Design imm_extend_seq, sky130hd; sources not shown.
### Clock wires, drivers and flops, run 1

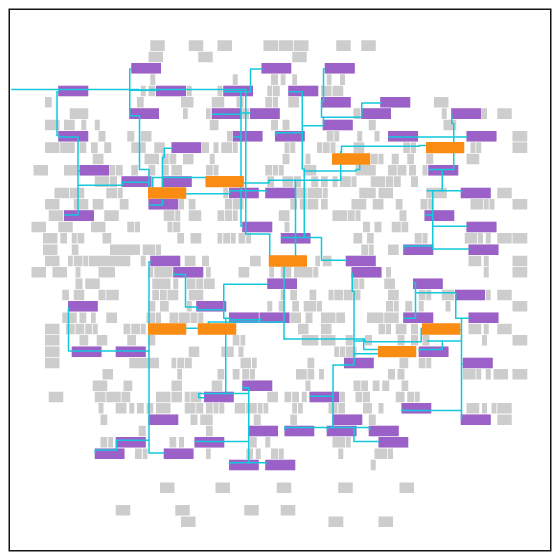
[flip-flops] purple | count: 72
[clock wires] cyan | length: 1,140 um
[clock-net drivers] orange | count: 9
flops lie: all over the die
power share of the clock group: 0.351
clock group power: 0.937 mW
worst clock skew: 0.00646 ns
clock latency on the worst-skew pair: 0.33 ns

### Where the registers sit, run 1

Scale bar: 50 um. Other sequential cells in the stronger grey, the rest of the logic in the fainter grey.
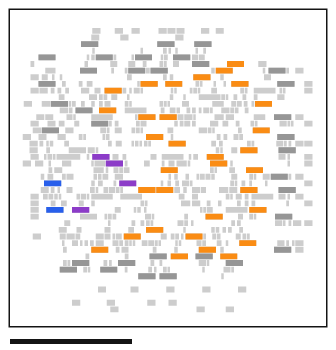
[val_q] orange | sequential cells: 32
[state_q] blue | sequential cells: 2
[rem_q] purple | sequential cells: 4
not coloured: 34
flip-flop and latch power: 1.01 mW
final core occ: 0.348
Seq/total area: 0.297
storage element area: 1440 um2

### Cell sizes after repair, run 1

Scale bar: 50 um.
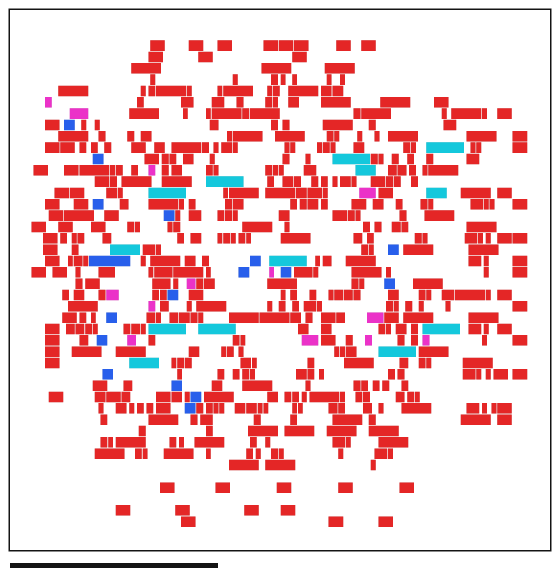
[x6 and larger] cyan | cells: 13 | share: 2.4% | most used: clkbuf_16
[x3 and x4] blue | cells: 17 | share: 3.1% | most used: buf_4
[x1 and smaller] red | cells: 506 | share: 92% | most used: dfxtp_1
[x2] magenta | cells: 13 | share: 2.4% | most used: clkinv_2
final instance area: 4850 um2
bufs w/o clock: 84
worst setup margin: 0.337 ns

==> out/qor.yml, run 1 <==
status:
  outcome: "finished clean"
synthesis:
  syn_area_um2: 3720
  ys_cells: 493
  muxShareOfSynthArea: 0.0414
  yosys.area.top_type: "dfxtp_1"
  synthArstFlopShare: 0
  synthCells: 493
  edf_count: 0
  top_cell: "dfxtp_1"
  synth.cellmix.compoundShare: 0.283
  synthFlopType: "dfxtp_1"
  ys_warn_count: 0
  ys_sh_xor: 0
  syn_avg_cell_area_um2: 7.54
  common_cells: "dfxtp_1, a21oi_1, nand2_1"
  ys_sh_adder: 0.0101
  yosys.area_share.simple: 0.221
  topCellsByArea: "dfxtp_1, a21oi_1, nand2_1"
setup_path:
  critPathKind: "primary input to primary output"
  arrival_ns: 1.90
  critPathMaxFanout: 2
  path_buffers: 2
  startpoint_type: "primary input"
  r2r_slack_ns: 0.44
  reg2reg_depth: 8
  crit_path_max_incr_delay_ns: 0.71
  path_depth: 3
  crit_family: "buffers and inverters"
  end_kind: "primary output"
  worstPathCellList: "buf_2, nor3_1, clkdlybuf4s50_1"
  critical-path-slowest-cell: "clkdlybuf4s50_1"
cells_and_area:
  synthToLayoutAreaGrowth_pct: 30.3
  logic_gates: 374
  nNetsFinal: 579
  buffer_area_frac: 0.168
  nonClockInverterCount: 4
  clock_area_frac: 0.0563
  nFillCells: 1465
  final_layout_size_suffix_gt1_frac: 0.0783
  comb_area_um2: 2080
  flop-count: 72
  nClkBuffers: 11
  lay_top_count: "dfxtp_1"
  sh_comb_area: 0.428
  lay_top_cells: "dfxtp_1, a21oi_1, nand2_1, clkdlybuf4s50_1, nor2_1"
  diodes: 0
floorplan:
  core_um2: 13900
  fp-row-count: 43
  fp.dieW_um: 130
  nWellTaps: 180
  die_height_um: 130
final_timing:
  tightest_slew_ns: 0.807
  fin_hold_ws_ns: 0.459
  setup_viol: 0
  hold_viol_final: 0
  fin_setup_tns_ns: 0
  finalClockPeriodUsage: 0.895
  post-route-min-period_ns: 2.86
  max_slew_margin: 0.462
  slew_viol_final: 0
hold_path:
  hp-class: "register to register"
  whs_path_depth: 2
global_route:
  grt_pass1_vias: 3794
  grt_antenna_before_repair: 0
  grt.busiest_layer: "met2"
  grtUsageMet2: 0.232
  grt_use_met1: 0.209
  grt_usage: 0.151
  grt-ovfl-total: 0
  grt_first_pass_wirelength_um: 20300
  use_met3: 0.0441
route:
  top_layer: "met4"
  wl_met3_um: 765
  drt_iter0_markers: 216
  met2_wirelength_um: 5410
  firstDrtPassIters: 4
  vias: 3767
  detail-route-antenna-nets: 0
  finalWirelength_um: 12200
  drc_errors: 0
  met1_length_um: 5840
  avgViaCountPerCell: 5.17
  routedWlPerCell_um: 16.7
flow_run:
  warnings: 26
clock_tree:
  cts_setup_buffers: 0
  htree_num_levels: 3
  cts_buffers: 9
  root_buffer: "clkbuf_16"
  cts_sinks: 72
  post_cts_resized: 0
  cts_tree: "yes"
power:
  leakagePower_nw: 1.64
  cellPowerDensity_nw_per_um2: 551
  pg_comb_mw: 0.721
  pwr-share-comb: 0.270
  switching_share: 0.327
  ir_drop_v: 0.000341
  seqPwrFrac: 0.379
  p_total_mw: 2.67
place:
  pre_cts_ws_ns: 0.264
  hpwlAfterDp_um: 8160
  port_buffers: 66
  dp_cells: 714
### Clock wiring as the flow saved it, run 1

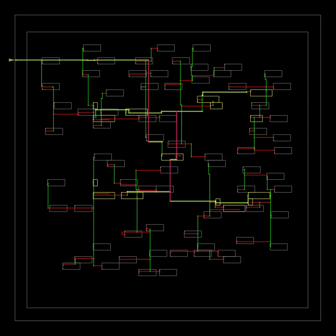

==> run 2, diff against run 1 <==
--- a/config.mk
+++ b/config.mk
@@ -5,12 +5,14 @@
 export SDC_FILE = /design/constraint.sdc
 export NUM_CORES = 1
 export LEC_CHECK = 0
+export ABC_AREA = 1
 export CAP_MARGIN = 10
 export CORE_MARGIN = 5
-export CORE_UTILIZATION = 26
+export CORE_UTILIZATION = 25
+export CTS_BUF_LIST = sky130_fd_sc_hd__clkbuf_4 sky130_fd_sc_hd__clkbuf_8 sky130_fd_sc_hd__clkbuf_16
 export DETAILED_ROUTE_END_ITERATION = 7
 export HOLD_SLACK_MARGIN = 0.05
-export PLACE_DENSITY = 0.45
+export PLACE_DENSITY = 0.44
 export REMOVE_ABC_BUFFERS = 1
 export SLEW_MARGIN = 30
 export SYNTH_ARGS = -nofsm -noshare
### Clock wiring as the flow saved it, run 2

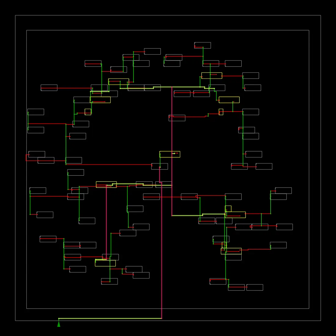
Sink Count: 72
worst clock skew: 0.0105 ns

### Cell sizes after repair, run 2

Scale bar: 50 um.
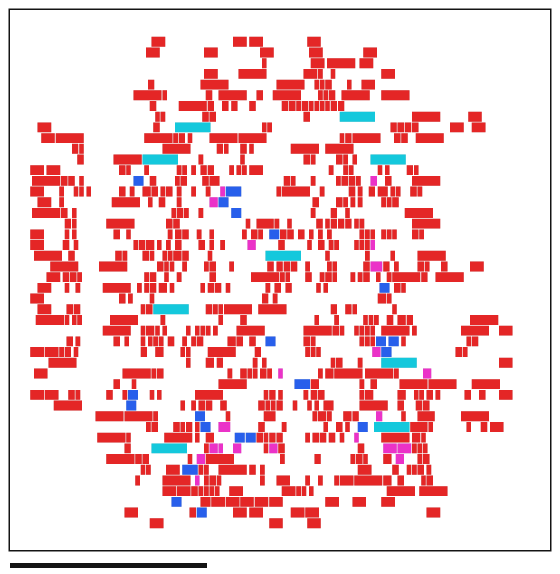
[x2] magenta | cells: 21 | share: 3.0% | most used: inv_2
[x3 and x4] blue | cells: 21 | share: 3.0% | most used: buf_4
[x6 and larger] cyan | cells: 9 | share: 1.3% | most used: clkbuf_16
[x1 and smaller] red | cells: 645 | share: 93% | most used: nand2_1
final instance area: 5120 um2
Area Growth Syn to Fin: 26.5%
bufs w/o clock: 81
worst setup margin: 0.533 ns

==> out/qor.yml, run 2 <==
power:
  ir_drop_v: 0.000307
  cellPowerDensity_nw_per_um2: 1140
  pwr-share-clk: 0.154
  seq_power_mw: 1.44
  p_total_mw: 5.83
  pg_comb_mw: 3.49
  seqPwrFrac: 0.247
  switching_share: 0.500
  pwr-share-comb: 0.599
  leakagePower_nw: 2.15
  pg_clk_mw: 0.899
  switchingPower_mw: 2.92
route:
  firstDrtPassIters: 5
  wl_met3_um: 525
  drt_iter0_markers: 287
  detail-route-antenna-nets: 0
  routedWlPerCell_um: 15.2
  met2_wirelength_um: 6520
  met1_length_um: 6680
  top_layer: "met4"
  drc_errors: 0
  finalWirelength_um: 13900
global_route:
  grt_pass1_vias: 4345
  grt_usage: 0.156
  grt_use_met1: 0.209
  grt-ovfl-total: 0
  grt_first_pass_wirelength_um: 22800
  use_met3: 0.0285
  grt_antenna_before_repair: 0
synthesis:
  ys_sh_xor: 0
  top_cell: "nand2_1"
  syn_avg_cell_area_um2: 6.36
  ys_warn_count: 0
  ys_sh_adder: 0.00927
  synthFlopType: "dfxtp_1"
  edf_count: 0
  topCellsByArea: "dfxtp_1, nand2_1, a21oi_1"
  muxShareOfSynthArea: 0.00247
  synthCells: 637
  synthArstFlopShare: 0
  yosys.area_share.simple: 0.335
  common_cells: "nand2_1, nor2_1, dfxtp_1"
  synth.cellmix.compoundShare: 0.199
  syn_area_um2: 4050
place:
  pre_cts_ws_ns: 0.425
  hpwlAfterDp_um: 10100
  dp_cells: 899
clock_tree:
  post_cts_resized: 0
  clkLatencyLatePin_ns: 0.34
  cts_setup_buffers: 0
  cts_buffers: 9
  cts_tree: "yes"
setup_path:
  startpoint_type: "primary input"
  worstPathCellList: "clkdlybuf4s50_1, nor3_1, buf_4"
  end_kind: "primary output"
  crit_family: "buffers and inverters"
  reg2reg_depth: 11
  r2r_slack_ns: 0.85
  critPathKind: "primary input to primary output"
  path_buffers: 2
  path_depth: 3
  crit_path_max_incr_delay_ns: 0.42
  critical-path-slowest-cell: "clkdlybuf4s50_1"
  arrival_ns: 1.71
hold_path:
  whs_path_depth: 2
  hp-class: "register to register"
cells_and_area:
  nNetsFinal: 728
  comb_area_um2: 2210
  nFillCells: 1790
  lay_top_count: "nand2_1"
  buffer_area_frac: 0.150
  nClkBuffers: 11
  clock_area_frac: 0.0489
  nonClockInverterCount: 47
  sh_comb_area: 0.432
  seq_area_um2: 1440
  logic_gates: 483
floorplan:
  nWellTaps: 216
  die_height_um: 137
final_timing:
  post-route-min-period_ns: 2.67
  finalClockPeriodUsage: 0.833
  slew_viol_final: 0
  tightest_slew_ns: 0.532
  hold_viol_final: 0
  max_slew_margin: 0.645
status:
  outcome: "finished clean"
flow_run:
  warnings: 26
### Cells coloured by class, run 2

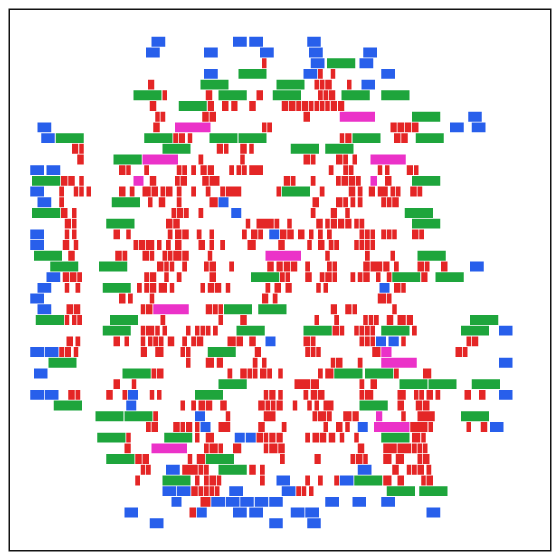
[registers] green | cells: 72 | share of their area: 30%
[remaining buffers and delay cells] blue | cells: 81 | share of their area: 16%
[clock drivers and dummy loads] magenta | cells: 13 | share of their area: 5.2%
[remaining logic cells] red | cells: 530 | share of their area: 49%
Core ar.: 15,900 um2
row cnt: 46
final core occ: 0.322
Seq/total area: 0.281

No activity file was given, so power comes from the tool's default toggle rates.
